`config.mk`:
```
export PLATFORM = sky130hd
export DESIGN_NAME = wb_writer
export DESIGN_NICKNAME = d
export VERILOG_FILES = /design/src/rtl/wb_pkg.sv /design/src/rtl/load_extend.sv /design/src/rtl/wb_writer.sv
export SDC_FILE = /design/constraint.sdc
export NUM_CORES = 1
export LEC_CHECK = 0
export CORE_ASPECT_RATIO = 0.7
export CORE_MARGIN = 8
export CORE_UTILIZATION = 38
export DETAILED_ROUTE_END_ITERATION = 10
export GPL_TIMING_DRIVEN = 0
export HOLD_SLACK_MARGIN = 0.08
export PLACE_DENSITY = 0.73
export SYNTH_ARGS = -nofsm -noshare
export SYNTH_HDL_FRONTEND = slang
export SYNTH_SLANG_ARGS = --single-unit
```
`constraint.sdc`:
```
create_clock -name clk -period 1.9 [get_ports clk]
set_input_delay 0.19 -clock clk [delete_from_list [all_inputs] [get_ports clk]]
set_output_delay 0.19 -clock clk [all_outputs]
set_load 0.02 [all_outputs]
```
`src/rtl/wb_pkg.sv`:
```
`default_nettype none
// ============================================================================
//  Module   : wb_pkg
//  Purpose  : Shared constants and types for the writeback stage: load
//             funct3 codes, FSM state type and the default datapath width.
//  Revision : 1.0 - initial release
// ============================================================================
package wb_pkg;

   localparam int XLEN_DEFAULT = 32;

   localparam logic [2:0] F3_LB  = 3'b000;
   localparam logic [2:0] F3_LH  = 3'b001;
   localparam logic [2:0] F3_LW  = 3'b010;
   localparam logic [2:0] F3_LBU = 3'b100;
   localparam logic [2:0] F3_LHU = 3'b101;

   typedef enum logic [0:0] {
      ST_IDLE      = 1'b0,
      ST_WAIT_LOAD = 1'b1
   } wb_state_e;

endpackage
`default_nettype wire

```
`src/rtl/load_extend.sv`:
```
`default_nettype none
// ============================================================================
//  Module   : load_extend
//  Purpose  : Combinational load-data aligner. Picks the byte/half lane from
//             the raw memory word using the low address bits and sign- or
//             zero-extends it according to funct3. Flags malformed loads
//             (unknown funct3, odd halfword address, unaligned word).
//  Revision : 1.0 - initial release
// ============================================================================
module load_extend
   import wb_pkg::*;
#(
   parameter int XLEN = XLEN_DEFAULT
) (
   input  logic [2:0]      funct3,
   input  logic [1:0]      addr,
   input  logic [XLEN-1:0] rdata,
   output logic [XLEN-1:0] data,
   output logic            err
);

   logic [7:0]  byte_v;
   logic [15:0] half_v;

   // lane selection: byte by addr[1:0], halfword by addr[1] only
   always_comb begin
      byte_v = rdata[7:0];
      case (addr)
         2'd0: byte_v = rdata[7:0];
         2'd1: byte_v = rdata[15:8];
         2'd2: byte_v = rdata[23:16];
         2'd3: byte_v = rdata[31:24];
         default: byte_v = rdata[7:0];
      endcase
      half_v = addr[1] ? rdata[31:16] : rdata[15:0];
   end

   // extension and format check; unknown codes fall back to a full word
   always_comb begin
      data = rdata;
      err  = 1'b0;
      case (funct3)
         F3_LB:  data = {{(XLEN-8){byte_v[7]}}, byte_v};
         F3_LBU: data = {{(XLEN-8){1'b0}}, byte_v};
         F3_LH: begin
            data = {{(XLEN-16){half_v[15]}}, half_v};
            err  = addr[0];
         end
         F3_LHU: begin
            data = {{(XLEN-16){1'b0}}, half_v};
            err  = addr[0];
         end
         F3_LW: begin
            data = rdata;
            err  = (addr != 2'b00);
         end
         default: begin
            data = rdata;
            err  = 1'b1;
         end
      endcase
   end

endmodule
`default_nettype wire

```
`src/rtl/wb_writer.sv`:
```
`default_nettype none
// ============================================================================
//  Module   : wb_writer
//  Purpose  : Writeback stage driving the register file write port. ALU
//             results are written one cycle after they arrive; loads stall
//             the pipeline in WAIT_LOAD until memory responds, then the
//             aligned/extended data is written the cycle after the response.
//             Optional macro WB_BYPASS_EN adds fwd_valid/fwd_addr/fwd_data,
//             a same-cycle copy of the write port for execute-stage bypass.
//  Revision : 1.0 - initial release
// ============================================================================
module wb_writer
   import wb_pkg::*;
#(
   parameter int XLEN = XLEN_DEFAULT
) (
   input  logic            clk,
   input  logic            rstn,
   input  logic            ex_valid,
   input  logic [4:0]      ex_rd,
   input  logic [XLEN-1:0] ex_result,
   input  logic            ex_is_load,
   input  logic [2:0]      ex_funct3,
   input  logic            dmem_rvalid,
   input  logic [XLEN-1:0] dmem_rdata,
   output logic            stall_o,
   output logic            write,
   output logic [4:0]      w_addr,
   output logic [XLEN-1:0] w_data,
   output logic            err_o
`ifdef WB_BYPASS_EN
   ,
   output logic            fwd_valid,
   output logic [4:0]      fwd_addr,
   output logic [XLEN-1:0] fwd_data
`endif
);

   wb_state_e state, state_nxt;

   logic       alu_wr;
   logic       load_accept;
   logic       load_done;

   // load context captured at accept time
   logic [4:0] ctx_rd;
   logic [2:0] ctx_funct3;
   logic [1:0] ctx_addr;

   logic [XLEN-1:0] ext_data;
   logic            ext_err;

   load_extend #(
      .XLEN (XLEN)
   ) u_load_extend (
      .funct3 (ctx_funct3),
      .addr   (ctx_addr),
      .rdata  (dmem_rdata),
      .data   (ext_data),
      .err    (ext_err)
   );

   // state register
   always_ff @(posedge clk or negedge rstn) begin
      if (!rstn) state <= ST_IDLE;
      else       state <= state_nxt;
   end

   // next-state, stall and write-event decode
   always_comb begin
      state_nxt   = state;
      stall_o     = 1'b0;
      alu_wr      = 1'b0;
      load_accept = 1'b0;
      load_done   = 1'b0;
      if (state == ST_IDLE) begin
         if (ex_valid) begin
            if (ex_is_load) begin
               stall_o     = 1'b1;
               load_accept = 1'b1;
               state_nxt   = ST_WAIT_LOAD;
            end else begin
               alu_wr = 1'b1;
            end
         end
      end else begin
         // ex_valid is deliberately ignored while a load is outstanding
         stall_o = 1'b1;
         if (dmem_rvalid) begin
            load_done = 1'b1;
            state_nxt = ST_IDLE;
         end
      end
   end

   // latch destination, width code and lane bits when a load is accepted
   always_ff @(posedge clk or negedge rstn) begin
      if (!rstn) begin
         ctx_rd     <= 5'd0;
         ctx_funct3 <= 3'd0;
         ctx_addr   <= 2'd0;
      end else if (load_accept) begin
         ctx_rd     <= ex_rd;
         ctx_funct3 <= ex_funct3;
         ctx_addr   <= ex_result[1:0];
      end
   end

   // registered write port; x0 writes are suppressed but still sequenced
   always_ff @(posedge clk or negedge rstn) begin
      if (!rstn) begin
         write  <= 1'b0;
         w_addr <= 5'd0;
         w_data <= '0;
         err_o  <= 1'b0;
      end else begin
         write <= 1'b0;
         if (alu_wr) begin
            write  <= (ex_rd != 5'd0);
            w_addr <= ex_rd;
            w_data <= ex_result;
         end else if (load_done) begin
            write  <= (ctx_rd != 5'd0);
            w_addr <= ctx_rd;
            w_data <= ext_data;
            err_o  <= err_o | ext_err;
         end
      end
   end

`ifdef WB_BYPASS_EN
   assign fwd_valid = write;
   assign fwd_addr  = w_addr;
   assign fwd_data  = w_data;
`endif

endmodule
`default_nettype wire

```
==> impl_metrics.json, run 1 <==
{
  "status": "complete, no violations",
  "crit_cells": 5,
  "dr.pass1.iters": 5,
  "openroad.warnings": 26,
  "numSequentialCells": 50,
  "post_cts_buffers": 0,
  "r2r_slack_ns": 0.14,
  "synth_seq_share_pct": 44.27,
  "seq-power_w": 0.00182,
  "cp_num_buf_inv": 2,
  "ios": 117,
  "ys_sh_mux_pct": 6.640,
  "cts_resized": 0,
  "die_height_microns": 88.16,
  "yosys-top-cells-count": "dfrtp_1 (50), a21oi_1 (40), nand2_1 (38), a22oi_1 (18), o21ai_0 (17)",
  "synth_flops": 50,
  "hold_viol_final": 0,
  "place_area_sq_um": 4125,
  "clkCellAreaFrac_pct": 2.191,
  "grt_pass1_wl_mm": 16.17,
  "timing.critical_path.from": "state",
  "syn-cell-area_sq_um": 2826,
  "maxSlewHeadroom_pct": 64.86,
  "reg.largest.list": "w_data: 32 flops, ctx_rd: 5 flops, w_addr: 5 flops",
  "yosysCellCount": 301,
  "cts_buffers": 5,
  "clk_latency_ns": 0.32,
  "worst_slew_pin_slew_ns": 0.5271,
  "combinationalPowerShare_pct": 55.9,
  "finalClockSkew_ns": 0.008706,
  "nFillCells": 629,
  "wl_per_cell_microns": 20.13,
  "area_growth_pct": 49.49,
  "slew_violations": 0,
  "setup_viol": 0,
  "cts_root_buf": "clkbuf_8",
  "met1_usage_pct": 27.27,
  "crit_slowest_cell": "dfrtp_1",
  "layout.nets": 502,
  "inv_count": 2,
  "antenna_found_initial": 0,
  "drive_gt1_share_pct": 10.33,
  "yosys_warnings": 0,
  "grt-ovfl-total": 0,
  "seqAreaFraction_pct": 29.61,
  "buf_share_pct": 31.00,
  "synth-xor-area-share_pct": 0,
  "grt_use_met3_pct": 5.409,
  "rsz0062_at_grt": "no",
  "power_top_consumer": "combinational cells"
}
==> run 1: layout by cell type (no fill, tap or decap), types with 3 or more instances in the layout <==
cell and count:
clkdlybuf4s50_1 115, a22oi_1 18, nor2_1 4, nand2_1 38, clkbuf_1 5, clkbuf_8 5
mux2_2 12, or3_1 11, a21o_1 4, o21ai_1 10, a221oi_1 16, buf_2 14
o21ai_0 17, a21oi_1 40, dfrtp_1 50, nand3b_1 5, o22ai_1 4, mux2i_1 3
nor2b_1 6, a221o_1 3, and2_1 4
==> run 1: metrics by stage <==
step                      std cells  util, %  hold WS, ns
after detailed placement        516    56.86       0.1442
after floorplan                 301        -      -0.1056
after CTS                       525    58.28       0.3541
final                           524    58.24       0.3390
after global routing            524    58.24       0.3781
after global placement          515    56.66       0.4650
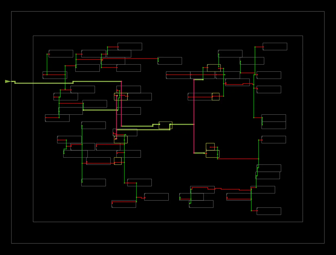
Figure 1: run 1, clock wiring as the flow saved it.
P_clk: 0.000666 W
Clock buffer cells: 5

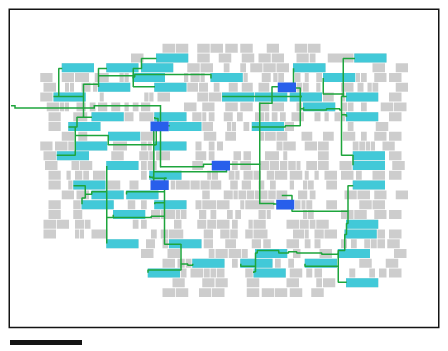
Figure 2: run 1, clock distribution.
Bar = 20 microns.
[blue] cells driving clock nets | count: 5
[cyan] flip-flops | count: 50
[green] clock wires | length: 656 microns
flops lie	all over the die
routed clock nets	6

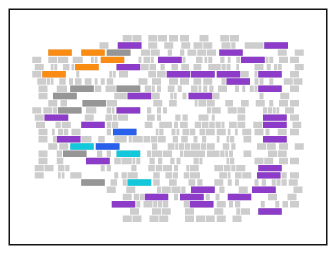
Figure 3: run 1, register map, names as in the netlist.
Other sequential cells in the stronger grey, the rest of the logic in the fainter grey.
colour	name in the netlist	placed flops
purple	`w_data`	32
blue	`ctx_addr`	2
cyan	`ctx_funct3`	3
orange	`w_addr`	5
not coloured	8

Figure 4. I/O pins on the die edge (run 1).
Pins as bars across the die edge, other pins in grey.
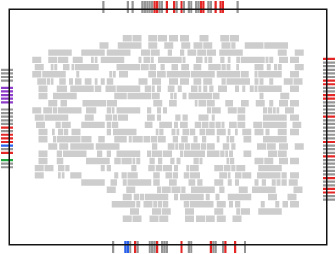

## Run 2: what changed since run 1
- CORE_MARGIN: 8 -> not set
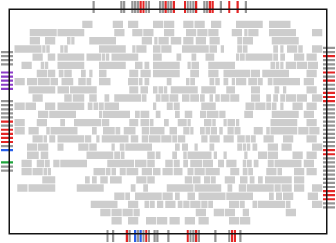
Figure 5: run 2, I/O pins on the die edge.
Pins as bars across the die edge, other pins in grey.
colour	port	pins	direction	edge
red	`ex_result`	32	input	11 right, 10 top, 6 bottom, 5 left
purple	`ex_rd`	5	input	left
blue	`ex_funct3`	3	input	2 bottom, 1 left
green	`stall_o`	1	output	left
all pins by edge	40 right, 29 top, 25 left, 23 bottom

==> run 2 against run 1 <==
  * Combinational power about the same
  * Critical endpoint is now w_data[6]
  * Register-to-register slack about the same
  * Power up 0.40%
  * Largest power group unchanged
  * Highest routed layer unchanged
  * Largest cell class unchanged
==> impl_metrics.json, run 2 <==
{
  "slew_violations": 0,
  "synth_flops": 50,
  "maxSlewHeadroom_pct": 64.25,
  "largest_register_ff_count": 32,
  "r2r_slack_ns": 0.14,
  "synth_seq_share_pct": 44.27,
  "timing.critical_path.from": "ctx_addr[0]",
  "syn-cell-area_sq_um": 2826,
  "tns_ns": 0,
  "layout.nets": 505,
  "combinationalPowerShare_pct": 56.2,
  "grt_use_met3_pct": 6.398,
  "cts_buffers": 5,
  "cp_num_buf_inv": 1,
  "ios": 117,
  "worst_slew_pin_slew_ns": 0.5362,
  "met1_usage_pct": 37.70,
  "openroad.warnings": 26,
  "clk_latency_ns": 0.31,
  "crit_slowest_cell": "nor3b_1",
  "drive_gt1_share_pct": 10.72,
  "grt_pass1_wl_mm": 15.32,
  "final_util_pct": 60.84,
  "wl_per_cell_microns": 18.96,
  "cts_root_buf": "clkbuf_8",
  "r2r_end": "w_data[6]",
  "dp_cells": 512,
  "layout_top_cell": "clkdlybuf4s50_1",
  "reg.largest.list": "w_data: 32 flops, ctx_rd: 5 flops, w_addr: 5 flops",
  "power_top_consumer": "combinational cells",
  "rsz0062_at_grt": "no",
  "gp_congestion": 0.9125,
  "yosys-top-cells-count": "dfrtp_1 (50), a21oi_1 (40), nand2_1 (38), a22oi_1 (18), o21ai_0 (17)",
  "hold_viol_final": 0,
  "synth-xor-area-share_pct": 0,
  "status": "complete, no violations",
  "ys_sh_mux_pct": 6.640,
  "place_area_sq_um": 4120,
  "powerClk_w": 0.000668,
  "post_cts_buffers": 0,
  "area_growth_pct": 50.15,
  "die_x_microns": 105.1,
  "yosysCellCount": 301,
  "finalClockSkew_ns": 0.01293,
  "seq-power_w": 0.00181,
  "layoutNonFillerInstCount": 523,
  "cts.clk_slew.worst_paths_ns": 0.10,
  "dr.pass1.iters": 5,
  "antenna_found_initial": 0
}
==> run 2: netlist changes by cell type in the layout (fill, tap and decap cells not counted) <==
| cell | previous run | this run |
|---|---|---|
| clkbuf_8 | 5 | 6 |
| inv_6 | 1 | 0 |
| clkbuf_1 | 5 | 7 |
| nor2_4 | 0 | 1 |
| clkbuf_2 | 2 | 3 |
| nor2_2 | 2 | 1 |
| buf_1 | 2 | 1 |
| clkinvlp_4 | 2 | 0 |
| buf_4 | 0 | 2 |
| clkinv_2 | 0 | 1 |
==> run 2: final cells by class <==
type	instances	area, sq um
timing repair buffer	120	1201
multi-input combinational	224	1446
clock buffer	7	86.33
buffer	25	128.9
inverter	2	7.507
tap	94	117.6
sequential	50	1251
clock inverter	1	5.005
fill	608	2731
Figure 6. Register map, names as in the netlist (run 2).
Other sequential cells in the stronger grey, the rest of the logic in the fainter grey.
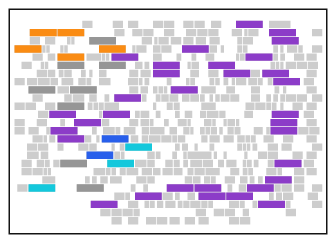

## Run 3: what changed since run 2
- REMOVE_ABC_BUFFERS: not set -> 1
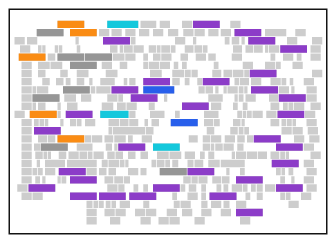
Figure 7: run 3, register map, names as in the netlist.
Other sequential cells in the stronger grey, the rest of the logic in the fainter grey.
colour	name in the netlist	placed flops
orange	`w_addr`	5
blue	`ctx_addr`	2
purple	`w_data`	32
cyan	`ctx_funct3`	3
not coloured	8

==> run 3 against run 2 <==
  * Combinational power down 6.3%
  * Non-clock buffer count is 22 lower
  * Register-to-register slack got worse by 0.03 ns
  * Design area is 0.29% lower
  * Clock power is 18% higher
  * Sequential share of layout area grew 0.29 points
  * Synthesized cell count unchanged
  * Via count shrank 5.3%
  * Critical path type unchanged
==> impl_metrics.json, run 3 <==
{
  "synth-xor-area-share_pct": 0,
  "gp_congestion": 0.7485,
  "hold_viol_final": 0,
  "syn-cell-area_sq_um": 2826,
  "layout_top_cell": "clkdlybuf4s50_1",
  "layout.nets": 485,
  "crit_slowest_cell": "mux4_2",
  "openroad.warnings": 25,
  "cts_buffers": 5,
  "final-comb-area_sq_um": 1474,
  "r2r_slack_ns": 0.12,
  "grt_pass1_wl_mm": 14.59,
  "worst_slew_pin_slew_ns": 0.6529,
  "nFillCells": 625,
  "timing.critical_path.from": "ctx_addr[1]",
  "post_cts_buffers": 1,
  "cts.clk_slew.worst_paths_ns": 0.10,
  "status": "complete, no violations",
  "seq-power_w": 0.00197,
  "antenna_found_initial": 0,
  "wl_per_cell_microns": 19.29,
  "ios": 117,
  "area_growth_pct": 49.71,
  "power_top_consumer": "combinational cells",
  "synth_flops": 50,
  "dr.pass1.iters": 4,
  "rsz0062_at_grt": "no",
  "die_x_microns": 105.1
}
## run 3: cell counts after synthesis
Identical to the previous run, type by type.
## run 3: worst paths after layout
check                      depth (start not counted)           to
max                                                3   w_data[27]
min                                                2   w_data[23]
max reg2reg                                        3   w_data[27]
min reg2reg                                        2    w_addr[1]
max in group asynchronous                          3  ctx_addr[1]
min in group clk                                   2    w_addr[1]
## run 3: area by class of cell
cell class | instances | area share (%)
timing repair buffer | 123 | 29.75
clock inverter | 3 | 1.064
clock buffer | 5 | 1.626
tap | 94 | 2.779
inverter | 2 | 0.1774
sequential | 50 | 29.78
multi-input combinational | 226 | 34.83
## run 3: layer usage
layer,vias to the layer above,routed length [microns],track usage [%]
met5,-,0,0
met4,0,21,2.973
met3,2,922,7.187
met2,123,4370,37.67
met1,1414,4391,33.84
li1,1355,-,-

==> notes/layouts.md <==
Pictures saved along the way, in no particular order.

Metal layers overlaid.
Bar = 20 microns.
(a)
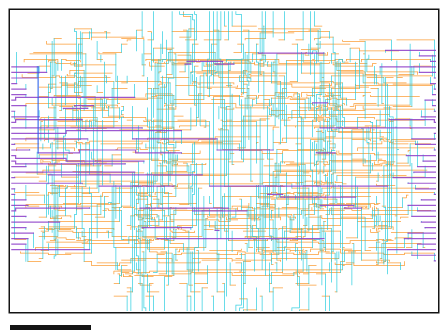
(b)
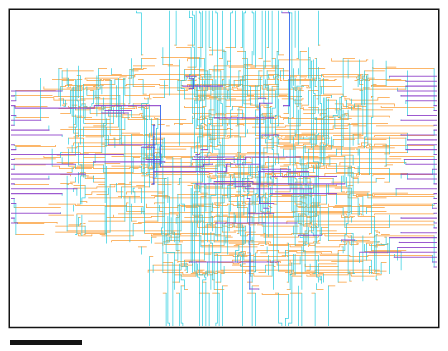
The one with the largest die is (b).
(b) is run 1.
(a) is run 3.

Key to (b):
colour	layer	wire length
blue	met4	115 microns
cyan	met2	4590 microns
orange	met1	4960 microns
purple	met3	882 microns

Power figures rest on the tool's default switching activity, not on a simulated workload.
